## src/rtl/frac_tcam_pkg.sv

```systemverilog
// ============================================================================
// Module      : frac_tcam_pkg
// Description : Shared types and helpers for the fractured TCAM controller.
// Revision    : 1.0 - initial release
// ============================================================================
`default_nettype none

package frac_tcam_pkg;

  localparam int KW          = 5;
  localparam int SLICE_ADDRS = 32;
  localparam int GROUP_ROWS  = 8;

  typedef enum logic [1:0] {
    INIT  = 2'd0,
    IDLE  = 2'd1,
    DRAIN = 2'd2,
    WRITE = 2'd3
  } state_t;

  // One rule entry as seen by a single 5-bit slice of the array.
  typedef struct packed {
    logic          valid;
    logic [KW-1:0] value;
    logic [KW-1:0] mask;
  } slice_rule_t;

  // A slice LUT entry at addr matches when every cared-for bit agrees.
  function automatic logic slice_bit(input logic [KW-1:0] addr,
                                     input logic [KW-1:0] value5,
                                     input logic [KW-1:0] mask5);
    return ((addr ^ value5) & mask5) == '0;
  endfunction

endpackage

`default_nettype wire

```

## src/rtl/frac_tcam_ctrl_prio_enc.sv

```systemverilog
// ============================================================================
// Module      : tcam_prio_enc
// Description : Registered lowest-index priority encoder for the match vector.
// Revision    : 1.0 - initial release
// ============================================================================
`default_nettype none

module tcam_prio_enc #(
  parameter int D = 64
) (
  input  logic                 clk,
  input  logic                 rst_n,
  input  logic                 in_valid,
  input  logic [D-1:0]         match,
  output logic                 out_valid,
  output logic                 out_hit,
  output logic [$clog2(D)-1:0] out_index
);

  localparam int c_aw = $clog2(D);

  logic            w_hit;
  logic [c_aw-1:0] w_idx;

  always_comb begin
    w_hit = |match;
    w_idx = '0;
    for (int i = D - 1; i >= 0; i--) begin
      if (match[i]) w_idx = c_aw'(i);
    end
  end

  // Hit and index are forced to zero between results.
  always_ff @(posedge clk or negedge rst_n) begin
    if (!rst_n) begin
      out_valid <= 1'b0;
      out_hit   <= 1'b0;
      out_index <= '0;
    end else begin
      out_valid <= in_valid;
      out_hit   <= in_valid & w_hit;
      out_index <= in_valid ? w_idx : '0;
    end
  end

endmodule

`default_nettype wire

```

## src/rtl/frac_tcam_ctrl.sv

```systemverilog
// ============================================================================
// Module      : frac_tcam_ctrl
// Description : Lookup/update sequencer for a fractured TCAM with shadow rules.
// Revision    : 1.0 - initial release
// ============================================================================
`default_nettype none

module frac_tcam_ctrl
  import frac_tcam_pkg::*;
#(
  parameter int W          = 20,
  parameter int D          = 64,
  parameter int LOOKUP_LAT = 1
) (
  input  logic                          clk,
  input  logic                          rst_n,
  output logic                          init_done,
  input  logic                          lk_valid,
  output logic                          lk_ready,
  input  logic [W-1:0]                  lk_key,
  output logic                          res_valid,
  output logic                          res_hit,
  output logic [$clog2(D)-1:0]          res_index,
  input  logic                          upd_valid,
  output logic                          upd_ready,
  input  logic [$clog2(D)-1:0]          upd_row,
  input  logic                          upd_en,
  input  logic [W-1:0]                  upd_value,
  input  logic [W-1:0]                  upd_mask,
  output logic                          upd_done,
  output logic [W-1:0]                  tcam_sk,
  output logic [D/8-1:0]                tcam_we,
  output logic [(W/KW)*GROUP_ROWS-1:0]  tcam_rules,
  input  logic [D-1:0]                  tcam_match
);

  localparam int c_n  = W / KW;
  localparam int c_aw = $clog2(D);
  localparam int c_ng = D / GROUP_ROWS;
  localparam int c_gw = (c_ng > 1) ? $clog2(c_ng) : 1;

  state_t                   r_state;
  state_t                   w_state_nxt;
  logic [KW-1:0]            r_cnt;
  logic [c_gw-1:0]          r_grp;
  logic                     r_last_upd;
  logic                     r_init_done;
  logic                     r_upd_done;
  logic [W-1:0]             r_lk_key;
  logic [LOOKUP_LAT:0]      r_lk_vld;
  logic [D-1:0]             r_sh_vld;
  logic [W-1:0]             r_sh_val [D];
  logic [W-1:0]             r_sh_msk [D];

  logic                     w_upd_grant;
  logic                     w_upd_fire;
  logic                     w_lk_fire;
  logic                     w_in_flight;
  logic                     w_sweep_end;
  logic [c_n*GROUP_ROWS-1:0] w_rules;

  assign w_sweep_end = (r_cnt == KW'(SLICE_ADDRS - 1));
  assign w_in_flight = |r_lk_vld;
  // Alternate after an update so a waiting lookup cannot be starved.
  assign w_upd_grant = upd_valid & ~(r_last_upd & lk_valid);
  assign w_upd_fire  = upd_valid & upd_ready;
  assign w_lk_fire   = lk_valid & lk_ready;

  // ---------------------------------------------------------------- state reg
  always_ff @(posedge clk or negedge rst_n) begin
    if (!rst_n) r_state <= INIT;
    else        r_state <= w_state_nxt;
  end

  // --------------------------------------------------------------- next state
  always_comb begin
    w_state_nxt = r_state;
    case (r_state)
      INIT:    if (w_sweep_end) w_state_nxt = IDLE;
      IDLE:    if (w_upd_fire) w_state_nxt = w_in_flight ? DRAIN : WRITE;
      DRAIN:   if (!w_in_flight) w_state_nxt = WRITE;
      WRITE:   if (w_sweep_end) w_state_nxt = IDLE;
      default: w_state_nxt = INIT;
    endcase
  end

  // ------------------------------------------------------------------ outputs
  // INIT drives all write enables, gated so reset itself leaves the array idle.
  always_comb begin
    lk_ready   = 1'b0;
    upd_ready  = 1'b0;
    tcam_we    = '0;
    tcam_rules = '0;
    tcam_sk    = r_lk_key;
    case (r_state)
      INIT: begin
        tcam_we = {c_ng{rst_n}};
        tcam_sk = {c_n{r_cnt}};
      end
      IDLE: begin
        upd_ready = w_upd_grant;
        lk_ready  = ~w_upd_grant;
      end
      WRITE: begin
        tcam_we    = c_ng'(1) << r_grp;
        tcam_rules = w_rules;
        tcam_sk    = {c_n{r_cnt}};
      end
      default: ;
    endcase
  end

  assign init_done = r_init_done;
  assign upd_done  = r_upd_done;

  // ----------------------------------------------------------------- datapath
  always_ff @(posedge clk or negedge rst_n) begin
    if (!rst_n) begin
      r_cnt       <= '0;
      r_grp       <= '0;
      r_last_upd  <= 1'b0;
      r_init_done <= 1'b0;
      r_upd_done  <= 1'b0;
      r_lk_key    <= '0;
      r_lk_vld    <= '0;
    end else begin
      r_cnt      <= (r_state == INIT || r_state == WRITE) ? r_cnt + KW'(1) : '0;
      r_upd_done <= (r_state == WRITE) && w_sweep_end;
      if (r_state == INIT && w_sweep_end) r_init_done <= 1'b1;
      if (w_upd_fire) begin
        r_grp      <= c_gw'(upd_row >> 3);
        r_last_upd <= 1'b1;
      end else if (w_lk_fire) begin
        r_last_upd <= 1'b0;
      end
      if (w_lk_fire) r_lk_key <= lk_key;
      r_lk_vld[0] <= w_lk_fire;
      for (int k = 1; k <= LOOKUP_LAT; k++) r_lk_vld[k] <= r_lk_vld[k-1];
    end
  end

  // -------------------------------------------------------------- shadow rules
  always_ff @(posedge clk or negedge rst_n) begin
    if (!rst_n)          r_sh_vld          <= '0;
    else if (w_upd_fire) r_sh_vld[upd_row] <= upd_en;
  end

  always_ff @(posedge clk) begin
    if (w_upd_fire) begin
      r_sh_val[upd_row] <= upd_value;
      r_sh_msk[upd_row] <= upd_mask;
    end
  end

  // Every row of the group is rewritten from the shadow on each sweep step.
  for (genvar j = 0; j < GROUP_ROWS; j++) begin : g_row
    logic [c_aw-1:0] w_row;
    assign w_row = c_aw'(int'(r_grp) * GROUP_ROWS + j);
    for (genvar i = 0; i < c_n; i++) begin : g_slice
      slice_rule_t w_sr;
      assign w_sr.valid = r_sh_vld[w_row];
      assign w_sr.value = r_sh_val[w_row][i*KW +: KW];
      assign w_sr.mask  = r_sh_msk[w_row][i*KW +: KW];
      assign w_rules[i*GROUP_ROWS + j] = w_sr.valid & slice_bit(r_cnt, w_sr.value, w_sr.mask);
    end
  end

  // ----------------------------------------------------------- priority encode
  tcam_prio_enc #(
    .D (D)
  ) u_prio_enc (
    .clk       (clk),
    .rst_n     (rst_n),
    .in_valid  (r_lk_vld[LOOKUP_LAT]),
    .match     (tcam_match),
    .out_valid (res_valid),
    .out_hit   (res_hit),
    .out_index (res_index)
  );

endmodule

`default_nettype wire

```

## config.mk

```make
export PLATFORM = sky130hd
export DESIGN_NAME = frac_tcam_ctrl
export DESIGN_NICKNAME = d
export VERILOG_FILES = /design/src/rtl/frac_tcam_pkg.sv /design/src/rtl/frac_tcam_ctrl_prio_enc.sv /design/src/rtl/frac_tcam_ctrl.sv
export SDC_FILE = /design/constraint.sdc
export NUM_CORES = 2
export LEC_CHECK = 0
export ABC_AREA = 1
export CAP_MARGIN = 20
export CORE_MARGIN = 2
export CORE_UTILIZATION = 35
export CTS_CLUSTER_SIZE = 24
export DETAILED_ROUTE_END_ITERATION = 7
export RECOVER_POWER = 100
export SYNTH_ARGS = -nofsm -noshare
export SYNTH_HDL_FRONTEND = slang
export SYNTH_SLANG_ARGS = --single-unit
```

## constraint.sdc

```tcl
create_clock -name clk -period 6.9 [get_ports clk]
set_clock_uncertainty 0.2 [all_clocks]
set_input_delay 1.725 -clock clk [delete_from_list [all_inputs] [get_ports clk]]
set_output_delay 1.725 -clock clk [all_outputs]
set_load 0.005 [all_outputs]
```

==> impl_metrics.env <==
# flow metrics
export IMPL_outcome="finished, violations left"
export IMPL_violations="capacitance limit, slew limit"
export IMPL_wl_per_cell_um=27.7
export IMPL_postCtsHoldBufs=0
export IMPL_fmax_mhz=147
export IMPL_rsz0062_at_grt="false"
export IMPL_hold_viol_final=0
export IMPL_mi_logic_area_um2=18800
export IMPL_cp_required_ps=4970
export IMPL_slew_headroom_pct=-220
export IMPL_grt_first_pass_wirelength_um=430000
export IMPL_h_tree_depth=5
export IMPL_syn_area_um2=100000
export IMPL_muxShareOfSynthArea_pct=0
export IMPL_track_usage_pct=20.1
export IMPL_syn_inst=6549
export IMPL_yosys_warnings=0
export IMPL_portBuffers=206
export IMPL_edf_count=2560
export IMPL_clk_latency_ps=900
export IMPL_critical_path_buf_inv_count=4
export IMPL_worst_slew_pin_slew_ps=4800
export IMPL_via_per_inst=5.63
export IMPL_detail_route_iter0_violations=7411
export IMPL_tns_ps=0
export IMPL_cts_buffers=288
export IMPL_finalCritPeriodShare_pct=98.6
export IMPL_utilization_pct=40.7
export IMPL_drc=0
export IMPL_final_max_slew_viol_count=4879
export IMPL_num_rows=196
export IMPL_initCoreUtil_pct=35.2
export IMPL_antenna_found_initial=29
export IMPL_drtAntennaViolNets=0
export IMPL_critPathTopFamily="buffers and inverters"
export IMPL_end_kind="output pin"
export IMPL_setup_violations_final=0
export IMPL_pin_count=207
export IMPL_ys_seq_share_pct=79.3
export IMPL_p_leak_uw=0.0373
export IMPL_seqCellArea_um2=79600
export IMPL_chip_area_um2=291000
export IMPL_ys_sh_adder_pct=0.0873
export IMPL_ys_chip_area_um2=100000
export IMPL_clk_pin_slew_ps=60
export IMPL_syn_to_final_growth_pct=15.7
export IMPL_vias=61200
export IMPL_ys_flops=2667
export IMPL_hold_class="reg -> reg"
export IMPL_ys_flop_type="edfxtp_1"
export IMPL_root_buffer="clkbuf_16"
export IMPL_final_common_cell="edfxtp_1"
export IMPL_first_global_vias=60300
export IMPL_drive_gt1_share_pct=8.80
export IMPL_dp_hpwl_um=156000
export IMPL_start_kind="register"
export IMPL_ys_sh_simple_pct=6.15
export IMPL_final_fill_count=25700
export IMPL_synth_area_per_cell_um2=15.3
export IMPL_final_nets=7040
export IMPL_ys_sh_xor_pct=0.646
export IMPL_synth_comb_largest_family="AND-OR/OR-AND gates"
export IMPL_yosys_cells=6549
export IMPL_grt_ovfl_total=0
export IMPL_power_density_nw_per_um2=386
export IMPL_cap_violations=116
export IMPL_cpMaxStageDelayCell="clkdlybuf4s50_1"
export IMPL_cts_sinks=2667
export IMPL_layout_top_cells="edfxtp_1 (2560), nand2_1 (690), o22ai_1 (510)"
export IMPL_drt_pre_antenna_iters=5
export IMPL_clockBufferDepth=4
export IMPL_warning_count=56
export IMPL_cts_tree="yes"
export IMPL_gp_congestion=0.835
export IMPL_crit_path_max_fanout=118
export IMPL_crit_type="reg -> out"
export IMPL_synth_cell_types=48
export IMPL_cp_slowest_stage_delay_ps=520
export IMPL_crit_chain="nor2_4, buf_12, buf_16, a22oi_1, nand3_1, nand2_1, xor2_1, nand3_1, nand2_1, nor4_1, buf_4, clkdlybuf4s50_1"
export IMPL_async_flop_share_pct=4.01
export IMPL_worstPathArrival_ps=4880
export IMPL_final_min_clock_period_ps=6810
export IMPL_floorplan_nets=6691
export IMPL_ys_sh_aoi_pct=11.6
export IMPL_grt_max_degree=140
export IMPL_totalWireLength_um=301000
## timing repair
item | in CTS | in global routing
buffers inserted | 3 | 0
pin swaps | 1 | 0
setup endpoints to repair | 11 | 8
resized | 0 | 5
## report_power, final
group,total [uW],internal [uW],leakage [uW],switching [uW]
sequential,18300,18100,0.0244,204
clock,14400,8260,0.00421,6120
combinational,12100,3770,0.00877,8340
total,44800,30100,0.0373,14700
## Yosys cell counts (2+ instances only)
cell	number	area, um2
clkinv_1	4	15.0
nor4_1	13	81.3
inv_1	133	499
o22ai_1	510	3190
edfxtp_1	2560	76900
nor2_1	413	1550
a21oi_1	207	1040
o21bai_1	2	15.0
inv_2	5	18.8
o32ai_1	23	201
o2111ai_1	17	149
ha_1	7	87.6
xor2_1	74	648
bufinv_8	8	140
o211ai_1	3	22.5
dfrtp_1	107	2680
a2111oi_0	20	175
clkbuf_1	280	1050
o41ai_1	5	43.8
a31oi_1	37	231
a2111o_1	2	22.5
nand2_1	691	2590
a221oi_1	23	201
buf_1	115	432
a22o_1	3	26.3
a22oi_1	489	3670
nand3_1	279	1400
a311oi_1	8	70.1
or2_2	25	156
o21a_1	4	30.0
o31ai_1	52	390
o21ai_0	271	1360
o2111a_1	2	22.5
nor3_1	21	105
a211o_1	2	17.5
o221ai_1	35	307
o22a_1	23	201
a211oi_1	11	82.6
and2_0	4	25.0
nand4_1	41	257
a311o_1	3	30.0
o221a_2	7	78.8
a32o_1	5	50.1
## final timing paths
| path | to | slack (ps) | startpoint | depth (start not counted) |
|---|---|---|---|---|
| min | r_lk_vld[1] | 200 | r_lk_vld[0] | 0 |
| min in group asynchronous | r_lk_key[10] | 560 | rst_n | 1 |
| max in group asynchronous | r_cnt[3] | 920 | rst_n | 3 |
| max reg2reg | r_sh_val[60][3] | 1380 | r_state[1] | 7 |
| min reg2reg | r_lk_vld[1] | 200 | r_lk_vld[0] | 0 |
| max | tcam_rules[16] | 90 | r_grp[1] | 12 |
## stage by stage
stage / setup slack [ps] / power (uW) / hold slack [ps] / cell area, um2 / cells
detailed placement: 738 / 30600 / 179 / 108000 / 10400
global placement: 817 / 30500 / 185 / 108000 / 10400
CTS: 46.0 / 44900 / 197 / 117000 / 10900
global route: 0.790 / 46500 / 211 / 116000 / 10900
floorplan: 2070 / 25500 / 164 / 100000 / 6549
finish: 93.4 / 44800 / 197 / 116000 / 10900
## cell type report
| class | count | area share, % |
|---|---|---|
| inverters | 150 | 0.613 |
| well taps | 3762 | 4.06 |
| repair buffers | 454 | 3.13 |
| clock inverters | 136 | 0.840 |
| clock buffers | 357 | 6.58 |
| diodes | 16 | 0.0345 |
| flip-flops and latches | 2667 | 68.6 |
| multi-input cells | 3337 | 16.2 |
## registers in the layout, summed over array words and instances, names as in the netlist, 2 cells and up
name,cells
r_cnt,5
r_grp,3
r_lk_key,20
r_lk_vld,2
r_sh_msk,1280
r_sh_val,1280
r_sh_vld,64
r_state,2
u_prio_enc.out_index,6
## layer usage
layer,track usage (%),routed length [um],up-vias
li1,-,-,26400
met3,3.84,25600,539
met4,6.93,10700,8
met2,32.8,141000,2853
met5,0,46,-
met1,26.8,123000,31400
**PDN straps and rails**

Pins as bars on the die edge.
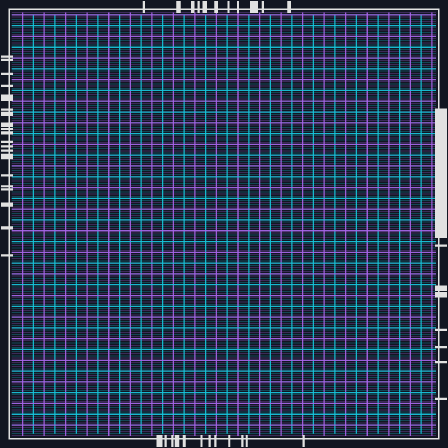
| color | net |
|---|---|
| purple | VSS |
| cyan | VDD |
met4 straps: 39
signal pins: 207
rows: 196
met5 straps: 39
Chip Width: 539 um
DIE HEIGHT: 539 um
Core Area: 285000 um2
maximum vdd drop: 0.000435 V

**Routed metal, one color a layer**

Drawn at 1 px/um.
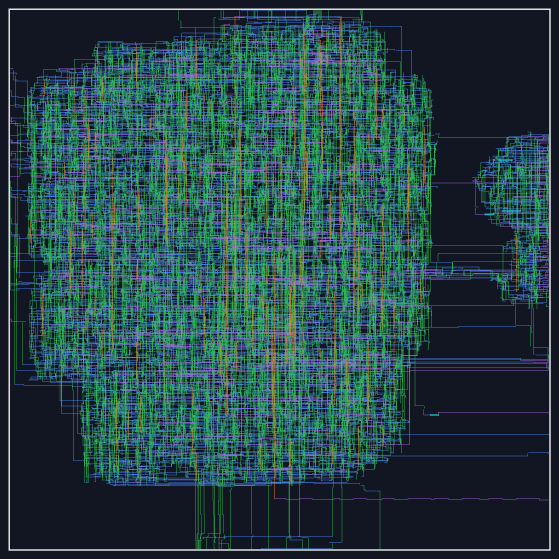
| color | layer | wire length |
|---|---|---|
| green | met2 | 141 mm |
| cyan | met5 | 46.0 um |
| purple | met3 | 25.6 mm |
| blue | met1 | 123 mm |
| orange | met4 | 10700 um |

**Routed clock nets over the placement**

Drawn at 1 px/um.
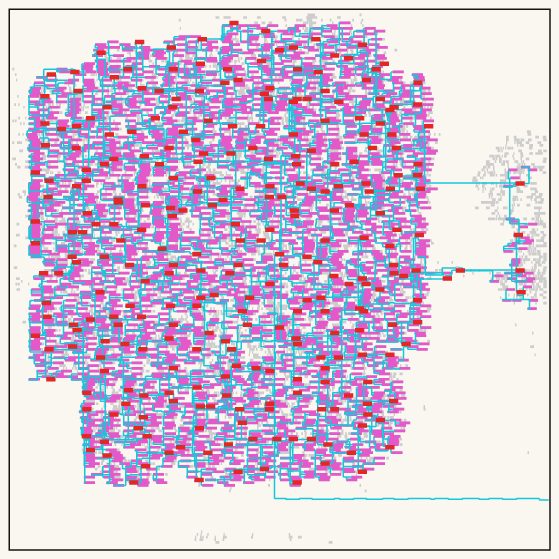
[red] cells driving clock nets | count: 288
[cyan] clock wires | length: 30.4 mm
[magenta] flip-flops | count: 2667
routed clock nets: 289

Power figures rest on the tool's default switching activity, not on a simulated workload.
